==> config.mk <==
export PLATFORM = sky130hd
export DESIGN_NAME = rs_frame_controller
export DESIGN_NICKNAME = d
export VERILOG_FILES = /design/src/rtl/rs_dvbt_pkg.sv /design/src/rtl/rs_token_delay.sv /design/src/rtl/rs_frame_controller.sv
export SDC_FILE = /design/constraint.sdc
export NUM_CORES = 1
export LEC_CHECK = 0
export CAP_MARGIN = 5
export CORE_MARGIN = 8
export CORE_UTILIZATION = 60
export DETAILED_ROUTE_END_ITERATION = 6
export PLACE_DENSITY = 0.81
export SYNTH_ARGS = -nofsm -noshare
export SYNTH_HDL_FRONTEND = slang
export SYNTH_SLANG_ARGS = --single-unit
==> constraint.sdc <==
create_clock -name Clk -period 5.1 [get_ports Clk]
set_input_delay 0.51 -clock Clk [delete_from_list [all_inputs] [get_ports Clk]]
set_output_delay 0.51 -clock Clk [all_outputs]
set_load 0.005 [all_outputs]
==> src/rtl/rs_dvbt_pkg.sv <==
// ---------------------------------------------------------------------------
// rs_dvbt_pkg
// Shared constants and types for the DVB-T RS(204,188) framing logic.
//   N / K           : codeword and message length in bytes
//   IDX_W           : width of a byte index within a codeword
//   SYNC_BYTE       : normal transport-stream sync byte
//   SYNC_BYTE_INV   : inverted sync byte (first packet of a scrambler group)
//   lock_state_e    : alignment FSM states
// ---------------------------------------------------------------------------
package rs_dvbt_pkg;

  localparam int N     = 204;
  localparam int K     = 188;
  localparam int IDX_W = $clog2(N);

  localparam logic [7:0] SYNC_BYTE     = 8'h47;
  localparam logic [7:0] SYNC_BYTE_INV = ~SYNC_BYTE;

  typedef enum logic [1:0] {
    HUNT   = 2'd0,
    VERIFY = 2'd1,
    LOCK   = 2'd2
  } lock_state_e;

  // Either polarity of the sync byte counts as a hit.
  function automatic logic is_sync(input logic [7:0] b);
    return (b == SYNC_BYTE) || (b == SYNC_BYTE_INV);
  endfunction

endpackage

==> src/rtl/rs_token_delay.sv <==
// ---------------------------------------------------------------------------
// rs_token_delay
// DEPTH x WIDTH shift-register delay line, shifted every clock, cleared by
// a synchronous active-high reset. Models the fixed pipeline latency of a
// free-running downstream block so per-byte tokens line up with its output.
// Ports:
//   Clk   in          clock
//   Reset in          synchronous, active-high reset
//   din   in  WIDTH   token entering the line
//   dout  out WIDTH   token entered DEPTH clocks earlier
// ---------------------------------------------------------------------------
module rs_token_delay #(
  parameter int DEPTH = 1,
  parameter int WIDTH = 1
) (
  input  logic             Clk,
  input  logic             Reset,
  input  logic [WIDTH-1:0] din,
  output logic [WIDTH-1:0] dout
);

  logic [DEPTH-1:0][WIDTH-1:0] pipe_q;
  logic [DEPTH-1:0][WIDTH-1:0] pipe_d;

  always_comb begin
    pipe_d    = '0;
    pipe_d[0] = din;
    for (int i = 1; i < DEPTH; i++) begin
      pipe_d[i] = pipe_q[i-1];
    end
  end

  always_ff @(posedge Clk) begin
    if (Reset) begin
      pipe_q <= '0;
    end else begin
      pipe_q <= pipe_d;
    end
  end

  assign dout = pipe_q[DEPTH-1];

endmodule

==> src/rtl/rs_frame_controller.sv <==
// ---------------------------------------------------------------------------
// rs_frame_controller
// Acquires RS(204,188) codeword alignment from transport-stream sync bytes,
// forwards aligned bytes to the RS decoder with a start-of-codeword strobe,
// and marks the K message bytes of each decoded codeword once they emerge
// from the decoder's fixed-latency pipeline.
//
// Ports:
//   Clk, Reset             clock, synchronous active-high reset
//   in_byte/in_valid       byte stream from the outer deinterleaver
//   dec_byte/valid/sop     aligned bytes to the decoder (1 clock latency)
//   dec_msg                decoder output, DEC_LATENCY clocks after dec_byte
//   out_byte/valid/sop/eop decoded message bytes (parity bytes suppressed)
//   locked                 high while in LOCK
// Optional (macro RS_FRAME_CTRL_STATS_EN):
//   loss_events[15:0]      saturating count of LOCK->HUNT transitions
//   cw_count[31:0]         saturating count of codewords sent to the decoder
//
// state  | meaning
// HUNT   | searching for any sync byte, nothing forwarded
// VERIFY | candidate alignment, counting sync matches at index 0
// LOCK   | aligned, every valid byte forwarded; counting sync misses
// ---------------------------------------------------------------------------
module rs_frame_controller
  import rs_dvbt_pkg::*;
#(
  parameter int DEC_LATENCY = 408,
  parameter int LOCK_CNT    = 3,
  parameter int LOSS_CNT    = 3
) (
  input  logic        Clk,
  input  logic        Reset,
  input  logic [7:0]  in_byte,
  input  logic        in_valid,
  output logic [7:0]  dec_byte,
  output logic        dec_valid,
  output logic        dec_sop,
  input  logic [7:0]  dec_msg,
  output logic [7:0]  out_byte,
  output logic        out_valid,
  output logic        out_sop,
  output logic        out_eop,
  output logic        locked
`ifdef RS_FRAME_CTRL_STATS_EN
  ,
  output logic [15:0] loss_events,
  output logic [31:0] cw_count
`endif
);

  // match holds 0..LOCK_CNT-1 and miss holds 0..LOSS_CNT-1; the final
  // increment is replaced by the state change.
  localparam int MATCH_W = (LOCK_CNT > 1) ? $clog2(LOCK_CNT) : 1;
  localparam int MISS_W  = (LOSS_CNT > 1) ? $clog2(LOSS_CNT) : 1;

  lock_state_e        state_q, state_d;
  logic [IDX_W-1:0]   idx_q, idx_d;
  logic [MATCH_W-1:0] match_q, match_d;
  logic [MISS_W-1:0]  miss_q, miss_d;
  logic [7:0]         dec_byte_q, dec_byte_d;
  logic               dec_valid_q, dec_valid_d;
  logic               dec_sop_q, dec_sop_d;
  logic               locked_q, locked_d;

  logic [IDX_W-1:0]   oidx_q, oidx_d;
  logic [7:0]         out_byte_q, out_byte_d;
  logic               out_valid_q, out_valid_d;
  logic               out_sop_q, out_sop_d;
  logic               out_eop_q, out_eop_d;

  logic               sync_hit;
  logic               idx_zero;
  logic [IDX_W-1:0]   idx_next;
  logic               fwd;
  logic [1:0]         dly_tok;
  logic               dly_valid;
  logic               dly_sop;
  logic [IDX_W-1:0]   oidx_eff;

  assign sync_hit = is_sync(in_byte);
  assign idx_zero = (idx_q == '0);
  assign idx_next = (idx_q == IDX_W'(N - 1)) ? '0 : idx_q + 1'b1;

  // -------------------------------------------------------------------------
  // Alignment FSM and decoder-side forwarding
  // -------------------------------------------------------------------------
  always_comb begin
    state_d = state_q;
    idx_d   = idx_q;
    match_d = match_q;
    miss_d  = miss_q;
    fwd     = 1'b0;

    case (state_q)
      HUNT: begin
        // idx is held at 0 throughout HUNT, so a direct entry into LOCK
        // forwards this sync byte as the codeword start.
        if (in_valid && sync_hit) begin
          idx_d  = IDX_W'(1);
          miss_d = '0;
          if (LOCK_CNT == 1) begin
            state_d = LOCK;
            match_d = '0;
            fwd     = 1'b1;
          end else begin
            state_d = VERIFY;
            match_d = MATCH_W'(1);
          end
        end
      end

      VERIFY: begin
        if (in_valid) begin
          idx_d = idx_next;
          if (idx_zero) begin
            if (sync_hit) begin
              if (match_q == MATCH_W'(LOCK_CNT - 1)) begin
                // The locking sync byte starts the first forwarded codeword.
                state_d = LOCK;
                match_d = '0;
                miss_d  = '0;
                fwd     = 1'b1;
              end else begin
                match_d = match_q + 1'b1;
              end
            end else begin
              state_d = HUNT;
              match_d = '0;
              idx_d   = '0;
            end
          end
        end
      end

      LOCK: begin
        if (in_valid) begin
          idx_d = idx_next;
          fwd   = 1'b1;
          if (idx_zero) begin
            if (sync_hit) begin
              miss_d = '0;
            end else if (miss_q == MISS_W'(LOSS_CNT - 1)) begin
              // Drop without forwarding so the decoder never starts a
              // codeword it will not receive in full.
              state_d = HUNT;
              miss_d  = '0;
              idx_d   = '0;
              fwd     = 1'b0;
            end else begin
              miss_d = miss_q + 1'b1;
            end
          end
        end
      end

      default: begin
        state_d = HUNT;
        idx_d   = '0;
        match_d = '0;
        miss_d  = '0;
      end
    endcase

    dec_valid_d = fwd;
    dec_sop_d   = fwd && idx_zero;
    dec_byte_d  = fwd ? in_byte : dec_byte_q;
    locked_d    = (state_d == LOCK);
  end

  // -------------------------------------------------------------------------
  // Token delay matching the decoder pipeline
  // -------------------------------------------------------------------------
  rs_token_delay #(
    .DEPTH (DEC_LATENCY),
    .WIDTH (2)
  ) u_token_delay (
    .Clk   (Clk),
    .Reset (Reset),
    .din   ({dec_valid_q, dec_sop_q}),
    .dout  (dly_tok)
  );

  assign dly_valid = dly_tok[1];
  assign dly_sop   = dly_tok[0];

  // -------------------------------------------------------------------------
  // Output framing. A delayed sop always restarts the index, even if the
  // previous codeword was cut short; oidx saturates at K so long gaps
  // without a sop can never wrap back into the message range.
  // -------------------------------------------------------------------------
  always_comb begin
    oidx_eff    = dly_sop ? '0 : oidx_q;
    out_valid_d = dly_valid && (oidx_eff < IDX_W'(K));
    out_sop_d   = dly_valid && dly_sop;
    out_eop_d   = dly_valid && (oidx_eff == IDX_W'(K - 1));
    out_byte_d  = dec_msg;
    oidx_d      = out_valid_d ? oidx_eff + 1'b1 : oidx_eff;
  end

  always_ff @(posedge Clk) begin
    if (Reset) begin
      state_q     <= HUNT;
      idx_q       <= '0;
      match_q     <= '0;
      miss_q      <= '0;
      dec_byte_q  <= '0;
      dec_valid_q <= 1'b0;
      dec_sop_q   <= 1'b0;
      locked_q    <= 1'b0;
      oidx_q      <= '0;
      out_byte_q  <= '0;
      out_valid_q <= 1'b0;
      out_sop_q   <= 1'b0;
      out_eop_q   <= 1'b0;
    end else begin
      state_q     <= state_d;
      idx_q       <= idx_d;
      match_q     <= match_d;
      miss_q      <= miss_d;
      dec_byte_q  <= dec_byte_d;
      dec_valid_q <= dec_valid_d;
      dec_sop_q   <= dec_sop_d;
      locked_q    <= locked_d;
      oidx_q      <= oidx_d;
      out_byte_q  <= out_byte_d;
      out_valid_q <= out_valid_d;
      out_sop_q   <= out_sop_d;
      out_eop_q   <= out_eop_d;
    end
  end

  assign dec_byte  = dec_byte_q;
  assign dec_valid = dec_valid_q;
  assign dec_sop   = dec_sop_q;
  assign out_byte  = out_byte_q;
  assign out_valid = out_valid_q;
  assign out_sop   = out_sop_q;
  assign out_eop   = out_eop_q;
  assign locked    = locked_q;

`ifdef RS_FRAME_CTRL_STATS_EN
  // -------------------------------------------------------------------------
  // Saturating statistics
  // -------------------------------------------------------------------------
  logic [15:0] loss_events_q, loss_events_d;
  logic [31:0] cw_count_q, cw_count_d;

  always_comb begin
    loss_events_d = loss_events_q;
    cw_count_d    = cw_count_q;
    if ((state_q == LOCK) && (state_d == HUNT) && (loss_events_q != '1)) begin
      loss_events_d = loss_events_q + 16'd1;
    end
    if (dec_sop_d && (cw_count_q != '1)) begin
      cw_count_d = cw_count_q + 32'd1;
    end
  end

  always_ff @(posedge Clk) begin
    if (Reset) begin
      loss_events_q <= '0;
      cw_count_q    <= '0;
    end else begin
      loss_events_q <= loss_events_d;
      cw_count_q    <= cw_count_d;
    end
  end

  assign loss_events = loss_events_q;
  assign cw_count    = cw_count_q;
`endif

endmodule

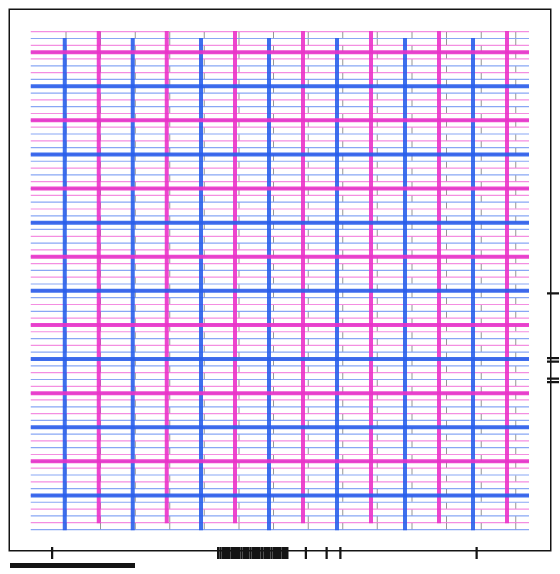
*PDN straps and rails, run 1*
Scale bar: 50 um. Pins as bars on the die edge. Tap cells in grey.
net	colour
VDD	magenta
VSS	blue
met1 rails	74
met5 straps	14
met4 straps	14
rows	73
CORE AREA: 0.0395 mm2
height of the chip: 215 um
width of the die: 215 um

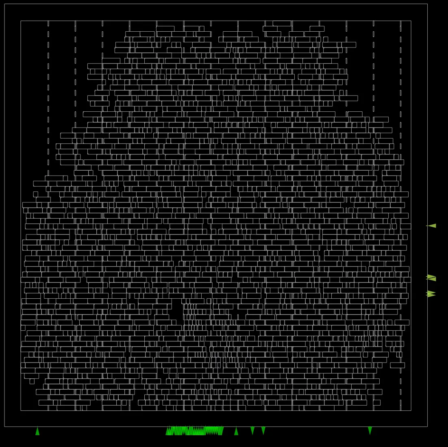
*Cell placement, run 1*
Well-Tap Cells: 525
share of cell area taken by flip-flops and latches: 0.635
std cell rows: 73
non-filler instance count after layout: 2569
fin util: 0.687

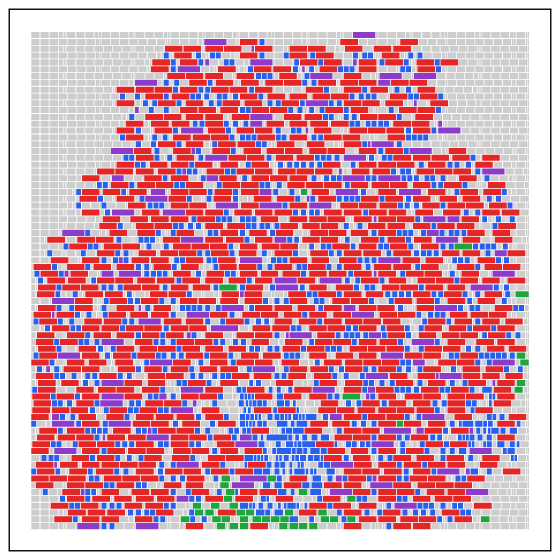
*Cells coloured by class, run 1*
Fill, decap, tap and diode cells in grey.
class	colour	cells	share of their area
clock drivers and dummy loads	purple	139	9.5%
flops	red	860	65%
other buffers and delay cells	green	45	1.8%
combinational and other logic	blue	1000	24%
post-route standard cell area excluding fillers: 0.0271 mm2

==> git commit body, run 1 <==
Update PnR metrics after Yosys + OpenROAD run

- Pin count of the biggest net entering global routing: 232
- The routed layout has ~12000 vias.
- Detailed placement ended at an HPWL of between 15000 and 20000 um.
- XOR/XNOR Fraction of Synth Area: 0.00220
* Overflow left after global routing: 0
- Looking at the reg2reg group, the worst path ends at locked$_SDFF_PP0_.
- The end-of-flow timing check tallies setup violations at 0.
* Wire length of the first global-routing pass: about 55000 um
* Number of cells traversed by the worst hold path: 1
* Max_cap viols: 0
- Worst min-delay path startpoint: u_token_delay.pipe_d[406]$_SDFF_PP0_
- Count of antenna-violating nets left after detailed routing: 0
- Reg power frac: 0.539
- After floorplanning, the die was sized to cover 0.0464 mm2.
- Once iteration 0 of detailed routing completed, the report listed a little over 700 DRC markers.
* Maximum fanout encountered on the critical timing path: 10
- Power per standard cell area: about 460 mW/mm2
- Relative slew slack: 0.196
- Basic Gates by Area: 0.241
* Worst min-delay path class: flip-flop to flip-flop
- Crit share post-route: 0.488
- Worst reg2reg setup slack: about 2.6 ns
- In the final layout, the share of cells above drive strength 1 is 0.0685.
- Startpoint type of the worst setup path: input pin
* Yosys cell types: between 40 and 50
- The synthesis log from Yosys contains 0 warnings.
- Total power: roughly 0.012 W
- Post-CTS repair changed the size of 0 cells.
- Number of enable-type register cells in the synthesized netlist: 0
* Synth top area share: 0.722
- First-pass iteration count of the detailed router: 6
* Cells in synth_stat.txt: about 2000
- TritonRoute reported its final design rule violation total as 0.
* Max VDD drop: ~0.33 mV
- Vias per cell: around 4.5
- The final hold violation count recorded for this run is 0.
- Number of register bits inferred by synthesis: 860
- Post-synth top flop: dfxtp_1
- Number of cells traversed by the worst register-to-register path: 8
- The global routing report lists combined usage of all routing layers as 0.137.
* Top pwr grp: sequential cells
- The data required time reported for the critical path is around 5.5 ns.
* Top-count cell post-synth: dfxtp_1
- Fraction of power spent switching nets: 0.196
- The final layout reports a setup TNS of 0 ns.
- Run status: finished clean
* Clock latency on the worst-skew pair: between 0.5 and 0.6 ns
- In this run the power spent charging and discharging nets is roughly 0.0024 W.
* Synth Net Count: 1987
* P&R area growth vs syn: 13.7%
- Clock Power Share: 0.450
- In this run, the synthesized area fraction spent on adder and majority cells is recorded as 0.00367.
- Looking at the reg2reg group, the worst path starts from state_q[0]$_SDFF_PP0_.
* Largest family of logic cells by area: simple AND/OR/NAND/NOR gates
* Count of mapped cells out of synthesis: approximately 2000
- The clock passes through at most 3 buffers.
* Delay of the slowest critical-path stage: 0.60 ns
- Final critical-path required period: between 2 and 2.5 ns
- After detailed placement, the total cell area comes to 0.0246 mm2.
- The H-tree was split into 3 levels.
* Number of input and output port buffers inserted: ~40
- The slowest stage of the critical path is the o2111ai_1 cell.
* Post-placement cell count: about 2400
* Final worst-path setup slack: 2.61 ns
* Minimum hold slack: between 0.4 and 0.5 ns
* Highest achievable clock rate: ~0.40 GHz
- Total I/O pin count: 41
* Total wire length after detailed routing: approximately 31000 um
* Fraction of power consumed by combinational cells: 0.010
* Clock sink total: ~860
- Core utilization at floorplan: 0.604
- Power attributed to combinational cells is approximately 0.00013 W.
* CP delay by family, top: AND-OR/OR-AND gates
* Number of global-route vias before repair: around 12000
- Dividing the synthesized area by the synthesized cell count gives 12.2 um2.
- The pin closest to its max-slew limit shows a slew of 1.20 ns.
- Data arrival at the endpoint of the critical path: around 2.9 ns
* Most used logic cell in the final layout: dfxtp_1
- Sequential cell area: 0.0172 mm2
- Crit path buf inv count: 1
* Count of final max-slew check failures: 0
- Final nets: 2010
* Hold bufs inserted after CTS: 0
- Setup repair after global routing missed its margin: false
- Internal power comes to between 0.01 and 0.015 W.
- TritonCTS clock tree: done
- The repair_antennas step left the layout with diodes totalling 0.
* Buffers inserted by post-CTS timing repair: 0
- Drt wl/cell: roughly 12 um
[run 1: kinds of logic after synthesis]
group,Yosys count
multiplexers,9
buffers and inverters,108
AND-OR/OR-AND,35
flip-flops,860
XOR/XNOR,6
AND/OR/NAND/NOR,936
adder cells (fa/ha/maj),7
[run 1: worst max path at each step]
stage / start / end / slack, ns / depth (start not counted)
detailed placement: in_byte[0] / dec_byte[2]$_SDFFE_PP0P_ / 2.07 / 7
CTS: in_byte[0] / dec_byte[2]$_SDFFE_PP0P_ / 2.65 / 7
global placement: in_byte[0] / dec_byte[6]$_SDFFE_PP0P_ / 2.27 / 7
finish: in_byte[0] / dec_byte[2]$_SDFFE_PP0P_ / 2.61 / 7
global route: state_q[0]$_SDFF_PP0_ / locked$_SDFF_PP0_ / 2.34 / 8
floorplan: in_byte[0] / locked$_SDFF_PP0_ / 3.06 / 6
[run 1: metal layers]
layer  vias up  global-route usage  share of wire
met3        67              0.0320          0.032
met4         0              0.0567          0.027
li1       6042                   -              -
met1      5352               0.189           0.51
met5         -                   0              0
met2       123               0.204           0.43
[run 1: cell type report]
class	count	area share
multi-input cells	993	0.229
well taps	525	0.0242
clock inverters	27	0.00881
clock buffers	112	0.0841
flip-flops and latches	860	0.635
repair buffers	45	0.0177
inverters	7	0.000969
[run 1: state kept, by name, indices dropped and copies added, names as in the netlist]
signal / count
u_token_delay.pipe_d: 814
dec_byte: 8
idx_q: 8
oidx_q: 8
out_byte: 8
match_q: 2
miss_q: 2
state_q: 2
u_token_delay.dout: 2
dec_sop: 1
dec_valid: 1
locked: 1
out_eop: 1
out_sop: 1
out_valid: 1
### Nets reached from selected ports, run 1

Scale bar: 50 um.
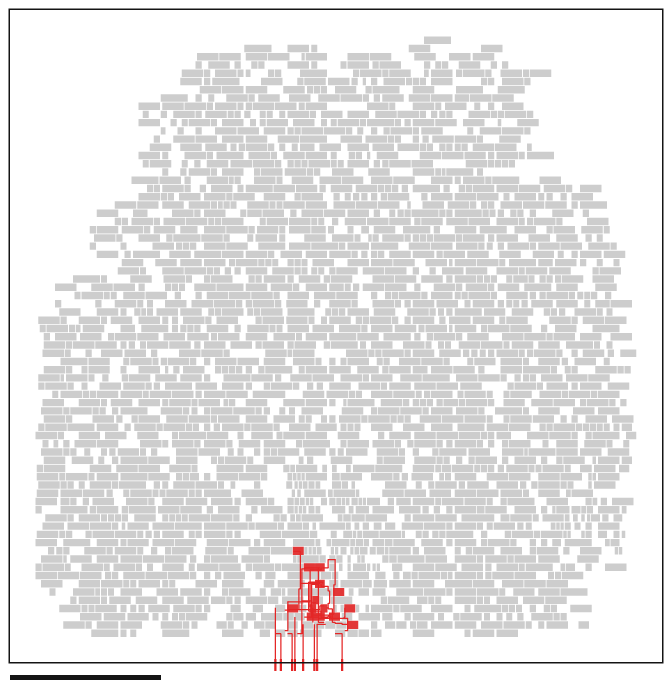

==> run 2, diff against run 1 <==
--- a/config.mk
+++ b/config.mk
@@ -7,9 +7,9 @@
 export LEC_CHECK = 0
 export CAP_MARGIN = 5
 export CORE_MARGIN = 8
-export CORE_UTILIZATION = 60
+export CORE_UTILIZATION = 54
 export DETAILED_ROUTE_END_ITERATION = 6
-export PLACE_DENSITY = 0.81
+export PLACE_DENSITY = 0.77
 export SYNTH_ARGS = -nofsm -noshare
 export SYNTH_HDL_FRONTEND = slang
 export SYNTH_SLANG_ARGS = --single-unit
==> constraint.sdc (replaced) <==
create_clock -name Clk -period 2.1 [get_ports Clk]
set_input_delay 0.21 -clock Clk [delete_from_list [all_inputs] [get_ports Clk]]
set_output_delay 0.21 -clock Clk [all_outputs]
set_load 0.005 [all_outputs]
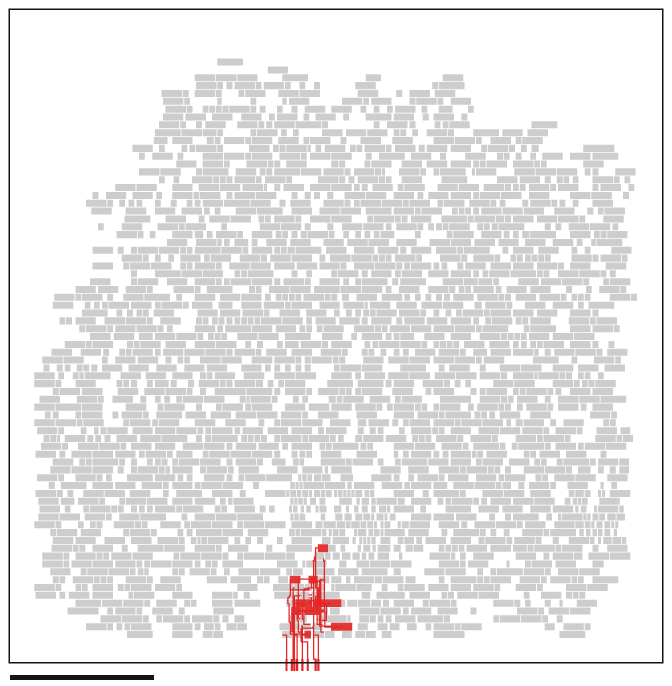
*Nets reached from selected ports, run 2*
Scale bar: 50 um.
port	colour	direction	end cells	buffers	wire
`in_byte`	red	input	14	15	417 um

==> git commit body, run 2 <==
Update PnR metrics after Yosys + OpenROAD run

- Dominant logic cell types in the final layout: dfxtp_1 (860), nor2b_1 (832), clkbuf_16 (80)
- DRC violation total after the first TritonRoute iteration: 555 (-23%)
- Classification of the worst setup path: flip-flop to flip-flop
- The largest voltage drop on the vdd net was 0.695 mV (+110%).
- The distinct cell type count after synthesis is 45 (unchanged).
- Well-Tap Cells: 592 (+13%)
* Synth Net Count: 1987 (unchanged)
- Max reg flops: 814 (unchanged)
- Setup repair after global routing left no endpoint under its margin.
- The pin slew with the least headroom to its limit was 0.759 ns (-0.445 ns).
- The share of post-route cells with drive strength above 1 is 0.0881 (+0.0196).
- The root buffer cell chosen for the clock tree is clkbuf_16.
* Nonclk buf count: 79 (+76%)
* CORE AREA: 0.0439 mm2 (+11%)
- The analysis attributes to cell leakage a power of approximately 11 nW.
- The number of pins with negative max-slew slack in the final report came to 0 (unchanged).
- Final count of hold timing violations: 0 (unchanged)
* P&R area growth vs syn: 15.9%
- Per STA, the worst path is made up of inv_1 -> ha_1 -> nor4b_4 -> and2_4 -> nand2_2 -> or3_4 -> a2111oi_4.
- The utilization of the core after routing is 0.629 (-0.0583).
* Post-synth top cells: dfxtp_1 (860), nor2b_1 (832), clkbuf_1 (98)
* Largest cells by area after synthesis: dfxtp_1 (72%), nor2b_1 (22%), clkbuf_1 (1.5%)
* Wire length of the first global-routing pass: 55000 um (about the same)
* Count of inserted antenna diode cells: 0 (unchanged)
* Core utilization at floorplan: 0.543 (-0.0616)
- The reported max-cap violation count was 0 (unchanged).
- The port buffer count is 40 (unchanged).
* Mean area per synthesized cell: 12.2 um2 (unchanged)
- Global-route usage over all layers: 0.126 (-0.0110)
- Run status: finished clean
- Data arrival at the endpoint of the critical path: 2.45 ns (-0.48 ns)
- Final nets: 2044 (+1.7%)
- The clock buffer instance count of the final layout is 108 (-3.6%).
* Count of antenna-violating nets left after detailed routing: 0 (unchanged)
* Highest achievable clock rate: 0.510 GHz
* Number of enable-type register cells in the synthesized netlist: 0 (unchanged)
* Critical path capture point type: flip-flop
* Width of the die: 226 um (+5.0%)
* Post-synthesis chip area from yosys: between 0.02 and 0.025 mm2
- The number of antenna violations at the first check in global routing came to 0.
- Die Area: 0.0511 mm2 (+10%)
* Number of design rule violations left after detail routing: 0 (unchanged)
- TritonCTS buffer count: just under 80
- The number of multi-input combinational cells is 993 (unchanged).
- The clock latency on the worst-skew pair came to 0.59 ns (about the same).
* First-pass iteration count of the detailed router: 5 (-1)
* Number of register bits inferred by synthesis: 860 (unchanged)
- The detailed router used layers up to and including met4.
- The data-path buffer share of cell area in the final layout came to 0.0293 (+0.0116).
* Half-perimeter wire length of the detailed placement result: 16300 um (+5.7%)
* Worst clock skew: between 0.009 and 0.01 ns
- Clock Pin Slew Worst Setup and Hold Paths: approximately 0.060 ns
* Number of warning messages in the yosys log: 0 (unchanged)
- Of the available clock period, the critical path in the final layout requires 0.935.
- Height of the chip: 226 um (+5.0%)
- Crit path max-delay cell type: or3_4
* Number of global-route vias before repair: 11839 (+2.0%)
- Biggest Area Class: flip-flops and latches
* Asr flop ratio synth: 0
- The pin count of the biggest net entering global routing came to 106 (-54%).
* Power per standard cell area: 1110 mW/mm2 (+140%)
* Mapped Area: 0.0238 mm2
- Total power: 0.0306 W (+150%)
* Amount of wire on met2 after detailed routing: 13500 um (-0.32%)
* Delay of the slowest critical-path stage: 0.41 ns (-0.19 ns)
* Area of the multi-input gates: ~0.0062 mm2
- Share of cell area taken by flip-flops and latches: 0.623 (-0.0118)
- Hold bufs inserted after CTS: 0 (unchanged)
- For this run, the register share of the synthesized area comes to 0.722.
- Worst min-delay path class: input pin to flip-flop
- The total met3 wirelength after detailed routing was 1220 um (+22%).
* Count of mapped cells out of synthesis: 1961 (unchanged)
* Vias after detailed routing: 11788 (+1.8%)
- The post-detailed-routing wire length came to 31500 um (about the same).
* Clock tree cell share of total cell area: 0.0939 (+0.000991)
- The final tally of setup violations came to 0 (unchanged).
- The cell count in the Yosys report is 1961 (unchanged).
- The total grt overflow came to 0 (unchanged).
- Top-count cell post-synth: dfxtp_1
* Non-clock inverters: 7 (unchanged)
- dfxtp_1 takes more of the synthesized area than any other cell.
- The number of clock sinks seen by CTS is 860 (unchanged).
* Comb/total area: 0.226 (-0.00340)
* Final critical-path required period: roughly 2.0 ns
* Total I/O pin count: 41 (unchanged)
* DRT met1 WL: 15800 um (-1.8%)
* Routability Congestion: between 0.7 and 0.8
* Most used logic cell in the final layout: dfxtp_1
* Vias per cell: 4.41 (-2.1%)
- Crit path buf inv count: 1 (unchanged)
- Post-synth top flop: dfxtp_1
- The headroom to the max-slew limit is 0.494 (+0.298).
- Startpoint type of the worst setup path: flip-flop
* Number of buffers on the longest clock path: 3 (unchanged)
- H-Tree Level Count: 3 (unchanged)
* Drt wl/cell: 11.8 um (-3.7%)
* Critical Path RT: 2.58 ns (-2.96 ns)
- The area of all sequential standard cells was 0.0172 mm2 (unchanged).
- Broken down by cell family, the worst path's largest delay share belongs to simple AND/OR/NAND/NOR gates.
- Filler cell count in the final layout: roughly 3300
- TritonCTS built the clock tree.
- The peak fanout along the critical path was 5 (-5).
- OpenROAD warning count: 32
- Synth top area share: 0.722 (unchanged)
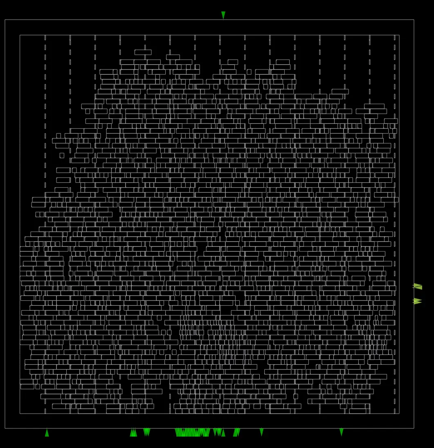
*Cell placement, run 2*
std cell rows: 77
Seq Cell Count: 860

[run 2: cell counts after synthesis]
No cell type changed its count.
[run 2: repair_timing]
item | in CTS | in global routing
gates resized | 1 | 4
setup buffers | 0 | 1
cloned | 0 | 0
setup endpoints to repair | 1 | 2
pin swaps | 0 | 1
[run 2: final timing paths]
path,start,endpoint,slack (ns),cells after the start
worst min-delay path,Reset,u_token_delay.pipe_d[545]$_SDFF_PP0_,0.14,2
worst max register to register,idx_q[1]$_SDFFE_PP0P_,locked$_SDFF_PP0_,0.14,7
worst min register to register,u_token_delay.pipe_d[454]$_SDFF_PP0_,u_token_delay.pipe_d[456]$_SDFF_PP0_,0.43,1
worst max-delay path,idx_q[1]$_SDFFE_PP0P_,locked$_SDFF_PP0_,0.14,7
[run 2: where the power goes]
group,switching [W],internal (W)
logic,0.000263,0.000110
registers,0.00000246,0.0163
clock network,0.00572,0.00822
total,0.00599,0.0246
[run 2: cells by family after synthesis]
logic type,share of synthesized area
DFF,0.722
adders and majority gates,0.00367
buffers and inverters,0.0172
AOI/OAI and AO/OA,0.0104
and+or+nand+nor,0.241
xor gates and xnor gates,0.00220
muxes,0.00378
[run 2: metrics by stage]
stage          hold WS, ns  setup TNS (ns)  worst slack (ns)  cell area (um2)  cells
6_report             0.140               0             0.137            27600   2670
5_1_grt              0.155               0           0.00908            27600   2670
4_1_cts              0.119               0           0.00197            27600   2669
3_5_place_dp         0.420           -3.75            -0.230            25000   2530
3_3_place_gp         0.416           -1.16           -0.0974            25000   2530
2_1_floorplan        0.338               0             0.227            23800   1961
[run 2: per-layer routing]
layer / vias up / GRT usage
met5: - / 0
met3: 104 / 0.0309
li1: 6110 / -
met4: 0 / 0.0539
met2: 186 / 0.190
met1: 5388 / 0.171
Power figures rest on the tool's default switching activity, not on a simulated workload.
